Fig. 1: run 1, ports around the boundary
Bar = 20 µm. Pins as bars across the die edge, other pins in gray.
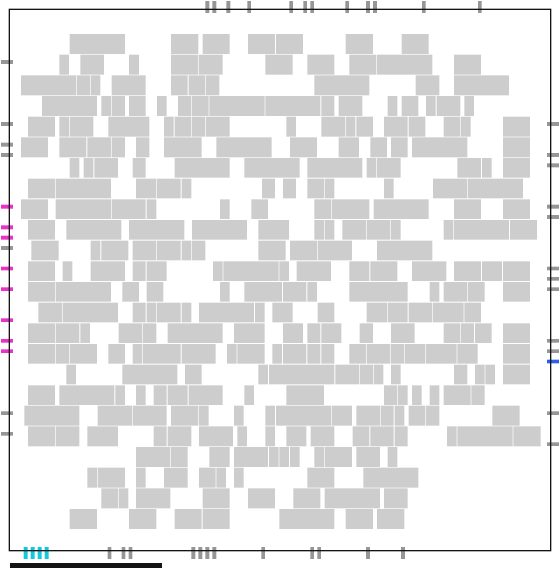
Fig. 2: run 1, placement view
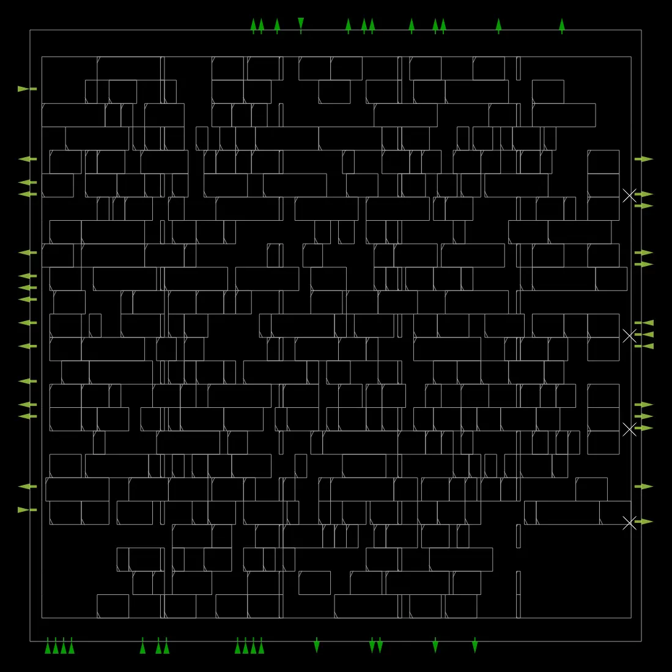
Fig. 3: run 1, cells by drive strength
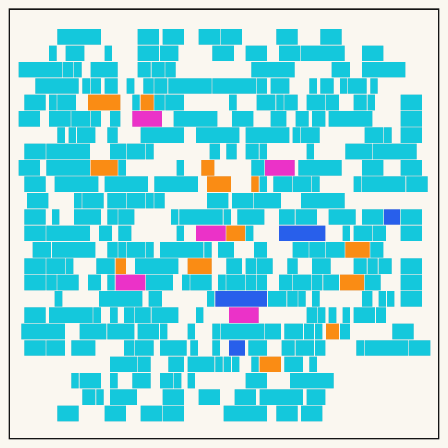
Fig. 4: run 1, layout detail
Region (43, 43) to (63, 63) µm. Cells in gray, sequential cells in the stronger gray; small squares are vias.
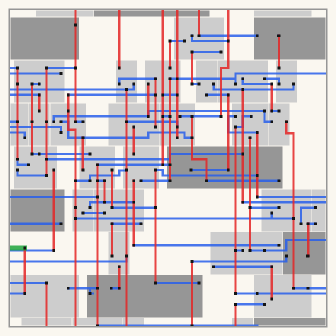
==> config.mk <==
export PLATFORM = sky130hd
export DESIGN_NAME = fifo_ptr_ctrl_flat
export DESIGN_NICKNAME = d
export VERILOG_FILES = /design/src/rtl/fifo_ptr_ctrl_pkg.sv /design/src/rtl/fifo_ptr_ctrl_if.sv /design/src/rtl/fifo_ptr_ctrl_wl_det.sv /design/src/rtl/fifo_ptr_ctrl.sv /design/src/flat_wrapper.sv
export SDC_FILE = /design/constraint.sdc
export NUM_CORES = 1
export LEC_CHECK = 0
export CAP_MARGIN = 20
export CORE_UTILIZATION = 45
export CTS_CLUSTER_DIAMETER = 40
export DETAILED_ROUTE_END_ITERATION = 7
export PLACE_DENSITY_LB_ADDON = 0.08
export SLEW_MARGIN = 20
export SYNTH_ARGS = -nofsm -noshare
export SYNTH_HDL_FRONTEND = slang
export SYNTH_SLANG_ARGS = --single-unit
==> constraint.sdc <==
create_clock -name clk_32k -period 7.3 [get_ports clk_32k]
set_input_delay 0.73 -clock clk_32k [delete_from_list [all_inputs] [get_ports clk_32k]]
set_output_delay 0.73 -clock clk_32k [all_outputs]
set_load 0.05 [all_outputs]
==> impl_metrics.json, run 1 <==
{
  "fp_util": 0.4804,
  "worst_pin_slew_ns": 0.6621,
  "power.internal_w": 0.0002836,
  "drc": 8,
  "cts_resized": 0,
  "yosysCellCount": 254,
  "grt_pass1_vias": 1782,
  "post-cts-setup-buffer-count": 0,
  "first_pass_iters": 6,
  "maxPowerGroup": "sequential cells",
  "finalCriticalPeriod_ns": 3.920,
  "holdBufCountCts": 0,
  "p_per_area_nw_per_um2": 141.5,
  "max_freq_mhz": 255.1,
  "async_reset_ff_frac": 0,
  "pg_clk_w": 0.000138,
  "finalNonFillerCells": 357,
  "rows": 24,
  "clk_share": 0.03069,
  "drive_gt1_frac": 0.07213,
  "chip_area_um2": 5057,
  "n_antenna_cell": 0,
  "core-area_um2": 4474,
  "postLayoutCoreUtil": 0.6197,
  "critical_path_arrival_ns": 3.19,
  "cp_max_fo": 16,
  "hold_class": "reg2reg",
  "status": "finished, violations left",
  "swShare": 0.2773,
  "grt_max_degree": 19,
  "largestClassByArea": "combinational gates",
  "buf_share": 0.1868,
  "violations": "DRC",
  "max_slew_margin": 0.5567,
  "viasPerCell": 5.409,
  "htreeDepth": 2,
  "grt.overflow.total": 0,
  "wl_per_cell_um": 13.42
}
## Picture notes: Fig. 1
[cyan] rg_wl_hyst | pins: 4 | direction: input | edge: bottom
[magenta] bus_rd_addr | pins: 8 | direction: output | edge: left
[blue] fifo_empty | pins: 1 | direction: output | edge: right
all pins by edge: 16 bottom, 15 left, 13 right, 12 top
number of buffers added on ports: 51
Die Y-Extent: 71.12 µm
width of the die: 71.12 µm

## Picture notes: Fig. 2
tap cells: 52
flop count: 35
Seq area share: 0.2527

## Picture notes: Fig. 3
[cyan] _0 and _1 cells | cells: 283 | share: 93%
[orange] _2 cells | cells: 13 | share: 4.3%
[magenta] _6 and larger | cells: 5 | share: 1.6%
[blue] _3 and _4 cells | cells: 4 | share: 1.3%
layout overhead on the synthesized area: 28.99%
worst setup margin: 3.380 ns
cell area after layout: 2773 µm²

## Picture notes: Fig. 4
[green] metal 3
[red] metal 2
[blue] metal 1
cells with their middle in the window: 28
most frequent: nor2_1 (5)
sequential cells in the window: 4

==> run 1: metal layers <==
metal,vias to the layer above,track usage,routed length (µm)
met5,-,0,0
met4,0,0.06667,59
met3,6,0.04843,187
met2,36,0.3344,2035
met1,890,0.2812,2509
li1,999,-,-
==> run 1: cell families after synthesis <==
group                    after synthesis  share of synthesized area
multiplexers                           7                    0.03376
AND/OR/NAND/NOR                      115                     0.2980
adder cells (fa/ha/maj)               14                    0.08149
XOR/XNOR                              23                    0.09371
buffers and inverters                 23                    0.04540
AND-OR/OR-AND                         37                     0.1217
flip-flops                            35                     0.3260
==> run 1: critical path: stages <==
cell and delay (ns):
clkdlybuf4s50_1 0.67, nand2b_1 0.36, a21oi_2 0.51, clkdlybuf4s50_1 0.92
Fig. 5: run 1, placement density heat map
7 x 7 tiles, from white (low) to dark blue (high), 0 to 100% covered.
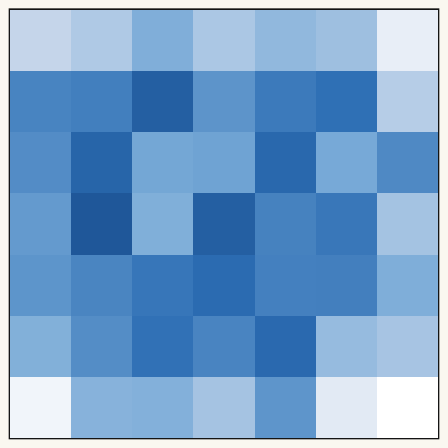

==> inputs of run 2 (changes only) <==
==> constraint.sdc (replaced) <==
create_clock -name clk_32k -period 4 [get_ports clk_32k]
set_input_delay 0.4 -clock clk_32k [delete_from_list [all_inputs] [get_ports clk_32k]]
set_output_delay 0.4 -clock clk_32k [all_outputs]
set_load 0.05 [all_outputs]
Fig. 6: run 2, placement density heat map
7 x 7 tiles, from white (low) to dark blue (high), 0 to 100% covered.
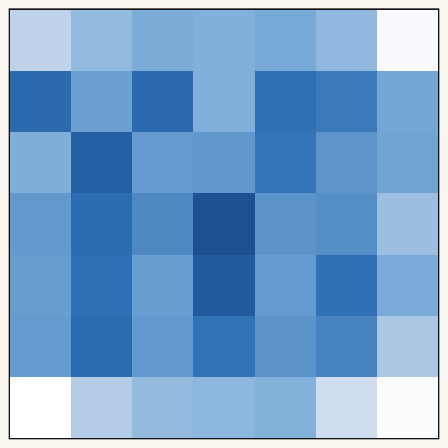
fullest tile: 87%
tiles over 75% full: 14%
nearly empty tiles: 2.0%
mean over tiles: 54%
emptiest ninth of the die: bottom right
Final Core Density: 0.6230
core area: 4474 µm²
fp util: 0.4804

Fig. 7: run 2, cells by drive strength
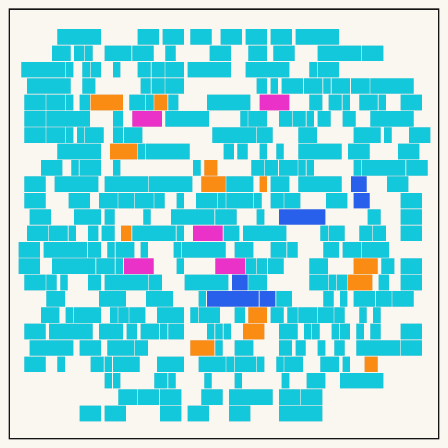
worst setup margin: 0.5660 ns
Buffers, non-clock: 54
layout overhead on the synthesized area: 29.69%

==> run 2 against run 1 <==
  * The run now ends clean
  * Sequential cell count is the same
  * Clock-buffer cell count is the same
  * Non-clock buffer count grew 2
  * Synthesized cell count is the same
  * Cell area grew 0.54%
  * Critical path type is now reg2reg
==> impl_metrics.json, run 2 <==
{
  "wl_per_cell_um": 13.56,
  "n_antenna_cell": 0,
  "ys_sh_simple": 0.2980,
  "grt_max_degree": 19,
  "p_per_area_nw_per_um2": 255.2,
  "hold_class": "reg2reg",
  "critical_path_arrival_ns": 3.60,
  "mux_area_frac": 0.03376,
  "synth_adder_area_share": 0.08149,
  "cpPeakStageDelay_ns": 0.58,
  "holdBufCountCts": 0,
  "wl_met2_mm": 2.191,
  "top_logic_kind": "simple AND/OR/NAND/NOR gates",
  "viasPerCell": 5.476,
  "compound_area_frac": 0.1217,
  "drt-met1-wl_mm": 2.432,
  "async_reset_ff_frac": 0,
  "top_layer": "met4",
  "worst_pin_slew_ns": 0.6875,
  "grt_util_met2": 0.3184,
  "grt_busiest_layer": "met2",
  "path_delay_family": "AND-OR/OR-AND gates",
  "cts_resized": 0,
  "drc": 0,
  "port_buffers": 51,
  "status": "finished, final reports clean",
  "met1_usage": 0.3006,
  "path_depth": 12
}
[run 2: cell count changes in the layout (fill, tap and decap cells not counted)]
| cell | before | now |
|---|---|---|
| buf_4 | 1 | 3 |
[run 2: power breakdown]
group / total (W) / internal (W) / switching, W
logic: 0.000112 / 0.0000465 / 0.0000651
registers: 0.000355 / 0.000351 / 0.00000446
clock network: 0.000244 / 0.000122 / 0.000123
total: 0.000711 / 0.000519 / 0.000192
[run 2: layout make-up]
type	count	area [µm²]	share of cell area
Clock inverter	2	12.51	0.004488
Tap cell	52	65.06	0.02334
Multi-Input combinational cell	196	1351	0.4847
Sequential cell	35	700.7	0.2513
Inverter	14	52.55	0.01885
Timing Repair Buffer	54	533.0	0.1912
Clock buffer	6	72.57	0.02603
Power figures rest on the tool's default switching activity, not on a simulated workload.
